run_1/final_congestion.png
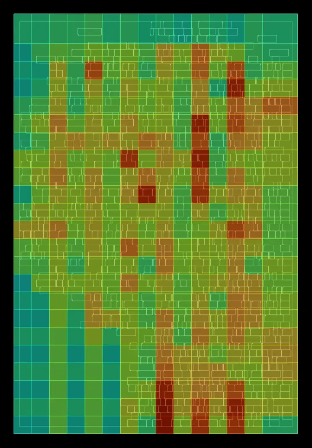
run_1/registers.png
The bar under the picture is 20 um long. Other sequential cells in the stronger grey, the rest of the logic in the fainter grey.
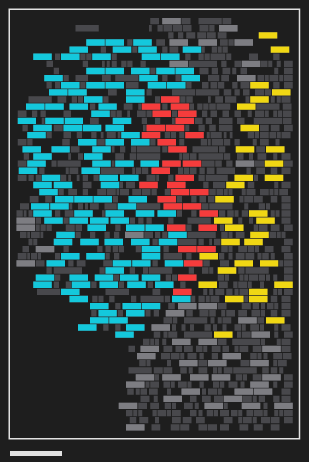
run_1/gate_families.png
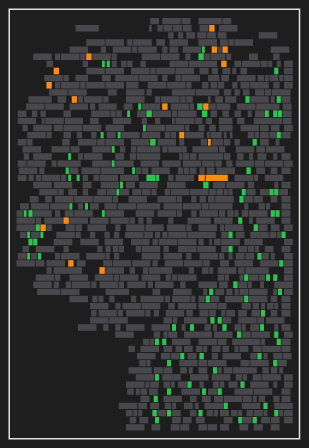
### config.mk
export PLATFORM = sky130hd
export DESIGN_NAME = alu_issue_scheduler
export DESIGN_NICKNAME = d
export VERILOG_FILES = /design/src/rtl/alu_issue_scheduler.sv
export SDC_FILE = /design/constraint.sdc
export NUM_CORES = 1
export LEC_CHECK = 0
export CAP_MARGIN = 10
export CORE_ASPECT_RATIO = 1.5
export CORE_MARGIN = 2
export CORE_UTILIZATION = 46
export DETAILED_ROUTE_END_ITERATION = 16
export PLACE_DENSITY = 0.76
export RECOVER_POWER = 25
export SLEW_MARGIN = 10
export SYNTH_ARGS = -nofsm -noshare
export SYNTH_HDL_FRONTEND = slang
export SYNTH_SLANG_ARGS = --single-unit
### constraint.sdc
create_clock -name clk -period 2.7 [get_ports clk]
set_clock_uncertainty 0.05 [all_clocks]
set_input_delay 0.54 -clock clk [delete_from_list [all_inputs] [get_ports clk]]
set_output_delay 0.54 -clock clk [all_outputs]
set_load 0.02 [all_outputs]
### src/rtl/alu_issue_scheduler.sv
// Issue scheduler for a pipelined ALU whose unit paths share one result bus.
// Optional statistics counters are enabled with the ALU_SCHED_STATS_EN macro.
module alu_issue_scheduler #(
    parameter int TAG_W     = 4,
    parameter int LAT_ARITH = 8,
    parameter int LAT_LOGIC = 31,
    parameter int LAT_SHIFT = 27,
    parameter int MAX_OUT   = 8,
    parameter int MAX_LAT   = 31
) (
    input  logic                           clk,
    input  logic                           rst_n,
    input  logic                           in_valid,
    output logic                           in_ready,
    input  logic [4:0]                     in_opcode,
    input  logic [31:0]                    in_a,
    input  logic [31:0]                    in_b,
    input  logic [TAG_W-1:0]               in_tag,
    output logic [31:0]                    alu_a,
    output logic [31:0]                    alu_b,
    output logic [4:0]                     alu_opcode,
    output logic                           wb_valid,
    output logic [TAG_W-1:0]               wb_tag,
    output logic                           illegal,
    output logic [TAG_W-1:0]               illegal_tag,
    output logic [$clog2(MAX_OUT+1)-1:0]   outstanding,
    output logic                           busy
`ifdef ALU_SCHED_STATS_EN
    ,
    output logic [31:0]                    stall_cnt,
    output logic [15:0]                    collide_cnt
`endif
);

    localparam int OUT_W = $clog2(MAX_OUT + 1);
    localparam int IDX_W = $clog2(MAX_LAT + 1);

    // resv_q holds slots 0..MAX_LAT-1; slot MAX_LAT is the constant-zero top.
    logic [MAX_LAT-1:0] resv_q;
    logic [MAX_LAT:0]   resv;
    logic [TAG_W-1:0]   slot_tag_q [MAX_LAT];

    logic [1:0]       cls;
    logic             is_illegal;
    logic [IDX_W-1:0] lat;
    logic [IDX_W-1:0] lat_m1;
    logic             slot_busy;
    logic             credit_ok;
    logic             accept;
    logic             issue;

    assign resv = {1'b0, resv_q};

    always_comb begin
        // NOTE: every always_comb output gets a default first so no latch is inferred.
        cls        = in_opcode[4:3];
        is_illegal = (cls == 2'b11);
        lat        = IDX_W'(LAT_ARITH);
        case (cls)
            2'b01:   lat = IDX_W'(LAT_LOGIC);
            2'b10:   lat = IDX_W'(LAT_SHIFT);
            default: lat = IDX_W'(LAT_ARITH);
        endcase
    end

    // A set resv[lat] would shift into the slot this op wants next cycle.
    assign lat_m1    = lat - IDX_W'(1);
    assign slot_busy = resv[lat];
    assign credit_ok = (outstanding < OUT_W'(MAX_OUT)) || wb_valid;
    assign in_ready  = is_illegal || (!slot_busy && credit_ok);
    assign accept    = in_valid && in_ready;
    assign issue     = accept && !is_illegal;

    assign wb_valid = resv[0];
    assign wb_tag   = slot_tag_q[0];
    assign busy     = (outstanding != '0);

    always_ff @(posedge clk) begin
        if (!rst_n) begin
            // NOTE: the tag array is reset too, so a stale tag never reappears on wb_tag.
            resv_q      <= '0;
            for (int k = 0; k < MAX_LAT; k++) slot_tag_q[k] <= '0;
            outstanding <= '0;
            alu_a       <= '0;
            alu_b       <= '0;
            alu_opcode  <= '0;
            illegal     <= 1'b0;
            illegal_tag <= '0;
        end else begin
            // NOTE: non-blocking updates; the later accept write overrides the shift.
            resv_q <= resv[MAX_LAT:1];
            for (int k = 0; k < MAX_LAT - 1; k++) slot_tag_q[k] <= slot_tag_q[k+1];
            slot_tag_q[MAX_LAT-1] <= '0;
            alu_opcode <= 5'b00000;
            illegal    <= 1'b0;

            if (issue) begin
                resv_q[lat_m1]     <= 1'b1;
                slot_tag_q[lat_m1] <= in_tag;
                alu_opcode         <= in_opcode;
                alu_a              <= in_a;
                alu_b              <= in_b;
            end

            if (accept && is_illegal) begin
                illegal     <= 1'b1;
                illegal_tag <= in_tag;
            end

            case ({issue, wb_valid})
                2'b10:   outstanding <= outstanding + OUT_W'(1);
                2'b01:   outstanding <= outstanding - OUT_W'(1);
                default: outstanding <= outstanding;
            endcase
        end
    end

`ifdef ALU_SCHED_STATS_EN
    always_ff @(posedge clk) begin
        if (!rst_n) begin
            stall_cnt   <= '0;
            collide_cnt <= '0;
        end else begin
            if (in_valid && !in_ready)
                stall_cnt <= stall_cnt + 32'd1;
            if (in_valid && !is_illegal && slot_busy)
                collide_cnt <= collide_cnt + 16'd1;
        end
    end
`endif

endmodule

==> run_results.csv, run 1 <==
group,metric,value,unit
sta,finalClockPeriodUsage,0.950,
floorplanning,rows,58,
sta,setup_tns,0,ns
floorplanning,fp_util,0.467,
finish,antenna_cells,1,
finish,layout_top_cell,"dfxtp_1",
placement,dp.cells,1081,
setup_path,r2r_start,"resv_q[0]",
pwr,seq_power_share,0.469,
hold_path,hp-class,"reg2reg",
pwr,p_leak,4.15,nW
detailed_routing,post_drt_wl_per_cell,15.2,um
pwr,power.density,722,nW/um^2
finish,top_register,"slot_tag_q",
pwr,internal-power,5.97,mW
global_route,overflow,0,
setup_path,cp.required,2.11,ns
pwr,switching_share,0.213,
yosys,ys_sh_adder,0.0129,
yosys,ys_seq_share,0.599,
sta,whs,0.371,ns
global_route,grt_pass1_vias,5460,
setup_path,cp_slowest_cell,"clkdlybuf4s50_1",
run_status,outcome,"finished, violations left",
global_route,busiest_layer,"met2",
finish,syn2layout_area_growth,34.7,%
pwr,switchingPower,1.61,mW
sta,fmax,0.390,GHz
pwr,p_total,7.58,mW
detailed_routing,antenna_left,0,
hold_path,hold_depth,1,
sta,rsz0062_at_grt,"false",
finish,nets,978,
run_status,violations,"capacitance limit, slew limit",
setup_path,cp_num_buf_inv,1,
run,tool_warnings,31,
global_route,grt_use_met1,0.225,
detailed_routing,drtIter0Drc,349,
clock_network,clock_latency,0.50,ns
yosys,yosys_most_used_dff,"dfxtp_1",
setup_path,cp-start-kind,"register",
finish,largest_register_ffs,124,
sta,slew_viol_final,58,
detailed_routing,drc_errors,0,
setup_path,worst_setup_path_end_kind,"output pin",
setup_path,critical_path.endpoint,"busy",
sta,fin_crit,2.57,ns
finish,reg_top3,"slot_tag_q x124, alu_a x32, alu_b x32",
yosys,yosys.area.top_type,"dfxtp_1",
sta,timing_hold_violations_final,0,
global_route,grt_antenna_before_repair,1,
yosys,top_logic_kind,"simple AND/OR/NAND/NOR gates",
yosys,top_cells_by_count,"dfxtp_1, and2_1, nand3_1, a21boi_1, o21ai_1",
placement,dpl_cell_area,9700,sq um
finish,buf_share,0.176,
setup_path,worst-r2r-cell-count,9,
pwr,pwr-share-comb,0.087,
floorplanning,chipArea,18000,sq um
detailed_routing,dr.pass1.iters,4,
yosys,yosysMostFrequentCell,"dfxtp_1",
yosys,xor_area_frac,0.00337,
setup_path,crit_cells,2,
detailed_routing,top_layer,"met4",
finish,final_area,10500,sq um
finish,drive_gt1_frac,0.0914,
pwr,ir_worst_vdd,0.509,mV
run,cap_viol_max_count,1,
sta,worstMarginPinSlew,1.97,ns
global_route,grt_pass1_wl,26700,um
yosys,ys_warn_count,0,
setup_path,reg2reg_slack,0.49,ns
yosys,aoi_share,0.121,
yosys,yosys_area,7790,sq um
yosys,syn-cell-area,7790,sq um
setup_path,cp_slowest_stage_delay,0.58,ns
clock_network,cts_buffers,21,
hold_path,min_to,"slot_tag_q[13][1]",
setup_path,arrival,1.98,ns
yosys,synth.avg_cell_area,10.6,sq um
floorplanning,die_h,163,um
hold_path,min_from,"slot_tag_q[14][1]",
finish,comb_area,2900,sq um
detailed_routing,routed-wl-met3,1230,um
detailed_routing,drt-total-wl,17000,um
sta,max_slew_margin,-0.316,
clock_network,cts-resized-gates,5,
yosys,syn_inst,738,
clock_network,postCtsHoldBufs,0,
clock_network,cts_tree,"done",
-- final_congestion.png (at the start) --
Layout Utilization: 0.629
total global-route track usage: 0.185

-- registers.png (at the start) --
legend:
  red:
    name_in_the_netlist: resv_q
    flops: 31
  yellow:
    name_in_the_netlist: alu_b
    flops: 32
  cyan:
    name_in_the_netlist: slot_tag_q
    flops: 124
not coloured: 46
FF+latch area: 4660 sq um
fraction of area in registers: 0.445
P_seq: 3.55 mW

-- gate_families.png (at the start) --
legend:
  orange:
    family: NOR gates
    cells: 18
  green:
    family: NAND gates
    cells: 101
    where: all over the die
Comb/total area: 0.277
Finished Layout Cells: 1119

==> inputs of run 2 (changes only) <==
==> constraint.sdc (replaced) <==
create_clock -name clk -period 2.7 [get_ports clk]
set_clock_uncertainty 0.05 [all_clocks]
set_input_delay 0.405 -clock clk [delete_from_list [all_inputs] [get_ports clk]]
set_output_delay 0.405 -clock clk [all_outputs]
set_load 0.01 [all_outputs]
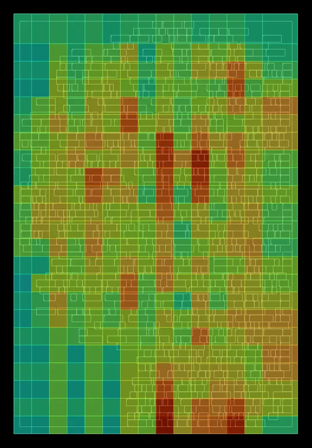
run_2/final_congestion.png
total global-route track usage: 0.184
Routed wire per std cell: 15.0 um
Layout Utilization: 0.624
met1 Use GR: 0.223
grt met2 use: 0.319

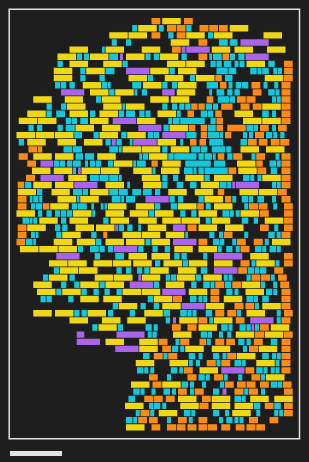
run_2/cell_classes.png
The bar under the picture is 20 um long.
legend:
  cyan:
    class: all other logic
    cells: 449
  yellow:
    class: flip-flops
    cells: 233
  orange:
    class: other buffers and delay cells
    cells: 187
  purple:
    class: clock drivers and dummy loads
    cells: 40
Core Rows: 58
Finished Cell Area: 10400 sq um
fraction of area in registers: 0.448
core box area: 16700 sq um

==> run 2 against run 1 <==
Against the previous run: the run now ends clean; maximum frequency up 6.3%; sequential share of layout area rose by 0.34 points; design area decreased by 0.75%; core utilization down 0.47 points; total power down 3.2%; clock power decreased by 6%; hold slack worse by 0.066 ns; via count increased by 0.69%; global-route usage fell by 0.10 points; critical path type is now in2out; critical endpoint is now in_ready; largest cell class unchanged; highest routed layer unchanged.
==> run_results.csv, run 2 <==
group,metric,value,unit
detailed_routing,routed-wl-met3,1260,um
hold_path,hold_depth,3,
global_route,grt_pass1_vias,5346,
finish,layout_top_cell,"dfxtp_1",
clock_network,post-cts-setup-buffer-count,0,
placement,dpl_cell_area,9660,sq um
finish,instances_no_fill,1119,
sta,fmax,0.414,GHz
finish,reg_top3,"slot_tag_q x124, alu_a x32, alu_b x32",
yosys,top_logic_kind,"simple AND/OR/NAND/NOR gates",
run,tool_warnings,31,
setup_path,crit_cells,9,
detailed_routing,vias,5575,
setup_path,cp_slowest_cell,"dlygate4sd2_1",
finish,drive_gt1_frac,0.0847,
placement,post-dp-hpwl,10800,um
global_route,grt_max_degree,77,
finish,regArea,4660,sq um
finish,n_all_buffers,187,
pwr,comb_power,0.595,mW
yosys,xor_area_frac,0.00337,
setup_path,worst_setup_path_end_kind,"output pin",
clock_network,cts.path.max_buffers,3,
setup_path,r2r_start,"resv_q[12]",
pwr,internal-power,5.78,mW
yosys,ys_sh_mux,0.0347,
pwr,p_leak,4.14,nW
pwr,power_frac_clock,0.434,
yosys,top_area_frac,0.599,
yosys,edf_count,0,
placement,placement.io_buffers,160,
setup_path,cp_slowest_stage_delay,0.29,ns
yosys,yosys.area.top_type,"dfxtp_1",
clock_network,numClockSinks,233,
pwr,maxPowerGroup,"sequential cells",
setup_path,cp-start-kind,"primary input",
pwr,ir_worst_vdd,0.643,mV
finish,syn2layout_area_growth,33.7,%
finish,clk_share,0.0727,
finish,sh_comb_area,0.278,
pwr,pwr-share-comb,0.081,
finish,largest_cell_class,"registers",
setup_path,cp_max_fo,4,
finish,comb_area,2900,sq um
setup_path,cp_common_cell,"buf_4",
clock_network,postCtsHoldBufs,0,
run,cap_viol_max_count,0,
yosys,yosys_most_used_dff,"dfxtp_1",
floorplanning,fp_util,0.467,
detailed_routing,drt-met1-wl,7110,um
detailed_routing,drc_errors,0,
pwr,powerSeq,3.55,mW
setup_path,arrival,1.96,ns
global_route,grt_pass1_wl,26600,um
sta,setup_viol,0,
finish,nets,977,
pwr,pwr.group.clock,3.18,mW
global_route,grt_antenna_before_repair,0,
yosys,top_cells_by_count,"dfxtp_1, and2_1, nand3_1, a21boi_1, o21ai_1",
global_route,overflow,0,
yosys,yosys_area,7790,sq um
sta,rsz0062_at_grt,"false",
yosys,syn_inst,738,
pwr,switching_share,0.211,
clock_network,cts_tree,"done",
run_status,outcome,"finished, final reports clean",
setup_path,cp.required,2.25,ns
clock_network,cts-resized-gates,7,
yosys,syn-cell-area,7790,sq um
floorplanning,die_h,163,um
pwr,switchingPower,1.55,mW
sta,worstMarginPinSlew,1.11,ns
detailed_routing,dr.pass1.iters,4,
setup_path,critical_path.endpoint,"in_ready",
hold_path,min_to,"alu_opcode[3]",
setup_path,critPathLaunch,"in_opcode[4]",
sta,max_slew_margin,0.263,
global_route,busiest_layer,"met2",
global_route,use_met3,0.0419,
pwr,power.density,704,nW/um^2
floorplanning,chipArea,18000,sq um
detailed_routing,antenna_left,0,
yosys,yosysMostFrequentCell,"dfxtp_1",
detailed_routing,drt-total-wl,16800,um
pwr,seq_power_share,0.485,
finish,comb_cells,443,
finish,antenna_cells,0,
clock_network,cts_buffers,22,
clock_network,clock_latency,0.50,ns
detailed_routing,drtIter0Drc,340,
yosys,ys_sh_adder,0.0129,
yosys,ys_warn_count,0,
yosys,synth.avg_cell_area,10.6,sq um
finish,largest_register_ffs,124,
hold_path,min_from,"in_opcode[3]",
setup_path,path_cells,"dlygate4sd2_1 > inv_1 > ha_2 > mux2i_1 > buf_4 > buf_4 > a2bb2oi_4 > a21o_1 > clkdlybuf4s15_1",
finish,buf_share,0.174,
pwr,p_total,7.33,mW
sta,fin_crit,2.41,ns
sta,setup_tns,0,ns
finish,top_register,"slot_tag_q",
finish,final_cell_mix,"dfxtp_1, clkdlybuf4s50_1, and2_1",
sta,slew_viol_final,0,
sta,timing_hold_violations_final,0,
placement,dp.cells,1079,
hold_path,hp-class,"in2reg",
setup_path,cp_num_buf_inv,5,
yosys,aoi_share,0.121,
setup_path,worst-r2r-cell-count,12,
detailed_routing,top_layer,"met4",
sta,whs,0.305,ns
setup_path,reg2reg_slack,0.46,ns
yosys,topCellsByArea,"dfxtp_1, and2_1, a21boi_1",
sta,finalClockPeriodUsage,0.894,
yosys,ys_seq_share,0.599,
Power figures rest on the tool's default switching activity, not on a simulated workload.
